clk_routes.png
Scale bar: 50 µm.
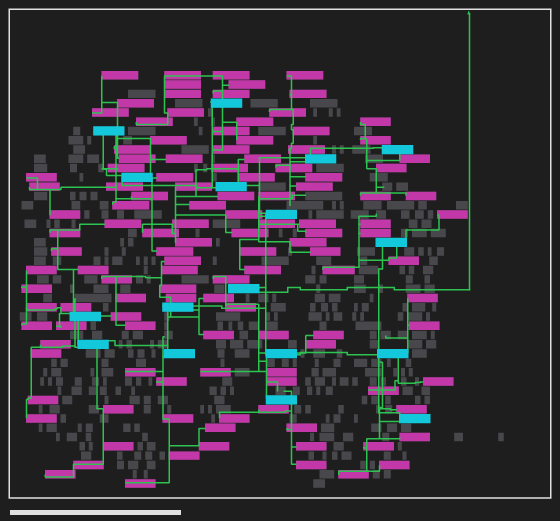
layer_met2.png
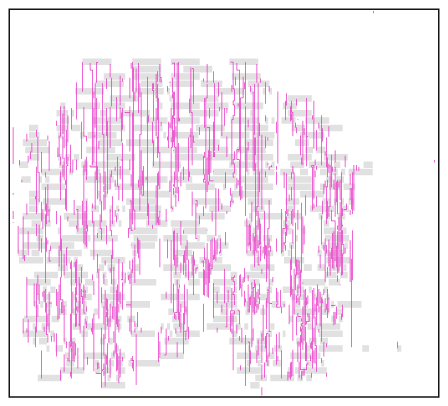
[src/rtl/keypad_uart_tx.sv]
// Keypad-to-UART sender: debounces a send button and turns the switch value into uppercase
// hex ASCII digits, MSB digit first. The characters go through a FIFO to a built-in 8N1 UART.
// Optional feature: define KEYPAD_CRLF_EN to append CR LF after the digits of each press.
module keypad_uart_tx #(
  parameter int unsigned SW_W       = 4,
  parameter int unsigned BAUD_DIV   = 10417,
  parameter int unsigned DEB_CYCLES = 1000000,
  parameter int unsigned FIFO_DEPTH = 8
) (
  input  logic            sysclk,
  input  logic            rst_n,
  input  logic [SW_W-1:0] sw,
  input  logic            btn,
  output logic            tx,
  output logic            busy,
  output logic            fifo_full,
  output logic            dropped
);

  localparam int unsigned NDIG   = (SW_W + 3) / 4;
  localparam int unsigned CAP_W  = 4 * NDIG;
`ifdef KEYPAD_CRLF_EN
  localparam int unsigned NCHAR  = NDIG + 2;
`else
  localparam int unsigned NCHAR  = NDIG;
`endif
  localparam int unsigned PTR_W  = $clog2(FIFO_DEPTH);
  localparam int unsigned CNT_W  = PTR_W + 1;
  localparam int unsigned DEB_W  = $clog2(DEB_CYCLES);
  localparam int unsigned BAUD_W = $clog2(BAUD_DIV);
  localparam int unsigned LD_W   = $clog2(NCHAR + 1);

  typedef enum logic [1:0] {StIdle, StStart, StData, StStop} state_e;

  // Button synchroniser and debounce
  logic             btn_s1_q, btn_s2_q;
  logic             deb_q, deb_d, deb_prev_q;
  logic [DEB_W-1:0] deb_cnt_q, deb_cnt_d;
  logic             press;

  // Loader
  logic [CAP_W-1:0] cap_q, cap_d;
  logic             ld_act_q, ld_act_d;
  logic [LD_W-1:0]  ld_idx_q, ld_idx_d;
  logic             dropped_q, dropped_d;
  logic             room;
  logic             wr_en;
  logic [3:0]       nib;
  logic [7:0]       wr_char;

  // FIFO
  logic [7:0]       mem_q [FIFO_DEPTH];
  logic [PTR_W-1:0] wptr_q, wptr_d, rptr_q, rptr_d;
  logic [CNT_W-1:0] count_q, count_d;
  logic             pop;

  // UART
  state_e           state_q, state_d;
  logic [BAUD_W-1:0] baud_q, baud_d;
  logic [2:0]       bit_q, bit_d;
  logic [7:0]       shreg_q, shreg_d;
  logic             baud_end;

  // Debounced level flips only after DEB_CYCLES consecutive disagreeing samples
  always_comb begin
    deb_d     = deb_q;
    deb_cnt_d = '0;
    if (btn_s2_q != deb_q) begin
      if (deb_cnt_q == DEB_W'(DEB_CYCLES - 1)) begin
        deb_d = ~deb_q;
      end else begin
        deb_cnt_d = deb_cnt_q + 1'b1;
      end
    end
  end

  assign press = deb_q & ~deb_prev_q;
  assign room  = (CNT_W'(FIFO_DEPTH) - count_q) >= CNT_W'(NCHAR);

  // Loader sequencing: accept or reject a press as a whole, then write one char per cycle
  always_comb begin
    cap_d     = cap_q;
    ld_act_d  = ld_act_q;
    ld_idx_d  = ld_idx_q;
    dropped_d = 1'b0;
    wr_en     = ld_act_q;
    if (ld_act_q) begin
      if (ld_idx_q == LD_W'(NCHAR - 1)) begin
        ld_act_d = 1'b0;
        ld_idx_d = '0;
      end else begin
        ld_idx_d = ld_idx_q + 1'b1;
      end
    end
    if (press) begin
      if (room) begin
        cap_d    = CAP_W'(sw);
        ld_act_d = 1'b1;
        ld_idx_d = '0;
      end else begin
        dropped_d = 1'b1;
      end
    end
  end

  // Character for the current loader slot: hex digit, or CR/LF trailer
  always_comb begin
    nib = 4'h0;
    for (int k = 0; k < NDIG; k++) begin
      if (ld_idx_q == LD_W'(k)) begin
        nib = cap_q[4*(NDIG-1-k) +: 4];
      end
    end
    wr_char = (nib <= 4'd9) ? (8'h30 + {4'h0, nib}) : (8'h41 + {4'h0, nib} - 8'd10);
`ifdef KEYPAD_CRLF_EN
    if (ld_idx_q == LD_W'(NDIG)) begin
      wr_char = 8'h0D;
    end else if (ld_idx_q == LD_W'(NDIG + 1)) begin
      wr_char = 8'h0A;
    end
`endif
  end

  // FIFO pointers and occupancy; a simultaneous write and pop leaves the count unchanged
  always_comb begin
    wptr_d  = wr_en ? wptr_q + 1'b1 : wptr_q;
    rptr_d  = pop ? rptr_q + 1'b1 : rptr_q;
    count_d = count_q;
    if (wr_en && !pop) begin
      count_d = count_q + 1'b1;
    end else if (!wr_en && pop) begin
      count_d = count_q - 1'b1;
    end
  end

  assign baud_end = (baud_q == BAUD_W'(BAUD_DIV - 1));

  // UART sequencing: every state lasts BAUD_DIV cycles; STOP chains straight into START
  always_comb begin
    state_d = state_q;
    baud_d  = baud_q;
    bit_d   = bit_q;
    shreg_d = shreg_q;
    pop     = 1'b0;
    unique case (state_q)
      StIdle: begin
        if (count_q != '0) begin
          pop     = 1'b1;
          shreg_d = mem_q[rptr_q];
          baud_d  = '0;
          state_d = StStart;
        end
      end
      StStart: begin
        if (baud_end) begin
          baud_d  = '0;
          bit_d   = 3'd0;
          state_d = StData;
        end else begin
          baud_d = baud_q + 1'b1;
        end
      end
      StData: begin
        if (baud_end) begin
          baud_d = '0;
          if (bit_q == 3'd7) begin
            state_d = StStop;
          end else begin
            bit_d = bit_q + 1'b1;
          end
        end else begin
          baud_d = baud_q + 1'b1;
        end
      end
      StStop: begin
        if (baud_end) begin
          baud_d = '0;
          if (count_q != '0) begin
            pop     = 1'b1;
            shreg_d = mem_q[rptr_q];
            state_d = StStart;
          end else begin
            state_d = StIdle;
          end
        end else begin
          baud_d = baud_q + 1'b1;
        end
      end
      default: state_d = StIdle;
    endcase
  end

  // Serial line derived from registered state so reset forces it high at once
  always_comb begin
    tx = 1'b1;
    unique case (state_q)
      StStart: tx = 1'b0;
      StData:  tx = shreg_q[bit_q];
      default: tx = 1'b1;
    endcase
  end

  assign busy      = (count_q != '0) | (state_q != StIdle);
  assign fifo_full = (count_q == CNT_W'(FIFO_DEPTH));
  assign dropped   = dropped_q;

  // Character storage; contents are don't-care while the count says empty
  always_ff @(posedge sysclk) begin
    if (wr_en) begin
      mem_q[wptr_q] <= wr_char;
    end
  end

  // All control state
  always_ff @(posedge sysclk or negedge rst_n) begin
    if (!rst_n) begin
      btn_s1_q   <= 1'b0;
      btn_s2_q   <= 1'b0;
      deb_q      <= 1'b0;
      deb_prev_q <= 1'b0;
      deb_cnt_q  <= '0;
      cap_q      <= '0;
      ld_act_q   <= 1'b0;
      ld_idx_q   <= '0;
      dropped_q  <= 1'b0;
      wptr_q     <= '0;
      rptr_q     <= '0;
      count_q    <= '0;
      state_q    <= StIdle;
      baud_q     <= '0;
      bit_q      <= 3'd0;
      shreg_q    <= 8'h00;
    end else begin
      btn_s1_q   <= btn;
      btn_s2_q   <= btn_s1_q;
      deb_q      <= deb_d;
      deb_prev_q <= deb_q;
      deb_cnt_q  <= deb_cnt_d;
      cap_q      <= cap_d;
      ld_act_q   <= ld_act_d;
      ld_idx_q   <= ld_idx_d;
      dropped_q  <= dropped_d;
      wptr_q     <= wptr_d;
      rptr_q     <= rptr_d;
      count_q    <= count_d;
      state_q    <= state_d;
      baud_q     <= baud_d;
      bit_q      <= bit_d;
      shreg_q    <= shreg_d;
    end
  end

endmodule

[config.mk]
export PLATFORM = sky130hd
export DESIGN_NAME = keypad_uart_tx
export DESIGN_NICKNAME = d
export VERILOG_FILES = /design/src/rtl/keypad_uart_tx.sv
export SDC_FILE = /design/constraint.sdc
export NUM_CORES = 1
export LEC_CHECK = 0
export CAP_MARGIN = 20
export CELL_PAD_IN_SITES_DETAIL_PLACEMENT = 1
export CELL_PAD_IN_SITES_GLOBAL_PLACEMENT = 1
export CORE_ASPECT_RATIO = 0.9
export CORE_MARGIN = 2
export CORE_UTILIZATION = 27
export DETAILED_ROUTE_END_ITERATION = 12
export GPL_TIMING_DRIVEN = 1
export MAX_ROUTING_LAYER = met4
export PLACE_DENSITY = 0.56
export SLEW_MARGIN = 25
export SYNTH_ARGS = -nofsm -noshare
export SYNTH_HDL_FRONTEND = slang
export SYNTH_SLANG_ARGS = --single-unit
[constraint.sdc]
create_clock -name sysclk -period 6.1 [get_ports sysclk]
set_input_delay 1.22 -clock sysclk [delete_from_list [all_inputs] [get_ports sysclk]]
set_output_delay 1.22 -clock sysclk [all_outputs]
set_load 0.02 [all_outputs]
==> results.txt <==
fresh numbers from the pnr run: xor/xnor share=3.33%, fraction of layout cells with a size suffix above 1=15.4%, routed wire length per instance=16.2 µm, Post-Syn Instances=453, Max Cap Violations=0, Max VDD drop=201 µV, largest buffer count on any clock path=2, yosys warns=0, Top Usage Layer GRT=met2, placed inst area=6210 µm², met2 WL=6170 µm, vias in the first global route=4120, largest net degree at the start of global routing=68, Hold Startpoint=btn_s1_q$_DFF_PN0_, Pwr Density=282 nW/µm², CP Capture Point=busy, row cnt=50, # diodes=0, # H-tree levels=4, Crit path largest cell delay=680 ps, DP Wirelength=8220 µm, setup ws final=1840 ps, metal3 WL=290 µm, hold_buf cts=0, OpenROAD warnings=32, commonest cells in the netlist=dfrtp_1 (67), edfxtp_1 (56), nand2_1 (41), Final Cell Area=6810 µm², synthesized net count=478, Synth Area in Compound Gates=7.39%, HP Class=flip-flop to flip-flop, Area leader share=29.0%, post-synthesis cell type count=65, first-pass iteration count of the detailed router=4, Worst Hold Slack=350 ps, met3 GRT Util=3.34%, Largest Register=mem_q, largest registers=mem_q: 56 flops, deb_cnt_q: 20 flops, baud_q: 14 flops, Leak Pwr=2.60 nW, CTS buffer count=17, Worst Path Buf+Inv=2, die width=158 µm, die area=22600 µm², fmax=235 MHz, count leader, synth=dfrtp_1, ANT nets after route=0, met1 usage=15.2%, endpoints failing hold=0, GRT Residual Overflow=0, met2 Usage GRT=20.5%, Commonest flop=dfrtp_1, Post-synth EDFFs=56, Largest register FFs=56, Slowest cell on crit path=nor4_2, comb area leader=simple AND/OR/NAND/NOR gates, area of the mapped netlist=5790 µm², Finished Layout Cells=772, dpl ws=2260 ps, # IOs=11, Max Slew Vio Count=0, Late-Pin Clk Latency=420 ps, DRC violations left=0, most instantiated logic cells after routing=dfrtp_1 (66), edfxtp_1 (56), nand2_1 (41), Port Buffer Count=10, placed cell count=740, Power, Total=1.92 mW, crit start category=flip-flop, Crit Path Class=flip-flop to primary output, mux frac, synth=10.4%, first-pass GRT wire length=21200 µm, Top cells by area=edfxtp_1 (29%), dfrtp_1 (29%), mux4_2 (5.8%), Req. time, crit path=4880 ps, R2R depth=11, vias per cell=4.74, Synth area leader=edfxtp_1, TNS Setup=0 ps, simple-gate portion of the synthesized area=14.4%, post-layout period usage=69.9%, initial antenna violation count=0, measured slew at the worst slew-check pin=911 ps, Clk pin slew, worst setup/hold paths=60 ps, status=completed, WP depth=4, Clock Sinks=123, crit path from=count_q[1]$_DFFE_PN0P_
## Picture notes: clk_routes.png
clock drivers: in cyan, count 17. clock wires: in green, length 1840 µm. flip-flops: in magenta, count 123.
There are 18 routed clock nets.

## Picture notes: layer_met2.png
The layer holds 49% of the routed length. The longest straight run is 52.7 µm. 440 nets have wire on it. The layer carries 6170 µm of wire.

-- cell type report --
class,count,area [µm²],share of cell area (%)
Inverter,21,78.8,1.16
Tap cell,286,358,5.26
Clock buffer,19,433,6.36
Timing Repair Buffer,14,125,1.84
Multi-Input combinational cell,296,2290,33.6
Sequential cell,123,3360,49.3
Clock inverter,13,166,2.44
-- kinds of logic (layout without fill, tap and decap cells) --
group / after synthesis / in the layout
adders and majority gates: 18 / 18
AOI/OAI and AO/OA: 62 / 62
xor gates and xnor gates: 22 / 22
and+or+nand+nor: 157 / 157
buffers and inverters: 34 / 67
muxes: 37 / 37
DFF: 123 / 123
-- report_power, final --
group          switching, mW  internal [mW]
registers            0.00193          0.864
logic                 0.0129        0.00563
clock network          0.388          0.645
total                  0.403           1.51
Power figures rest on the tool's default switching activity, not on a simulated workload.
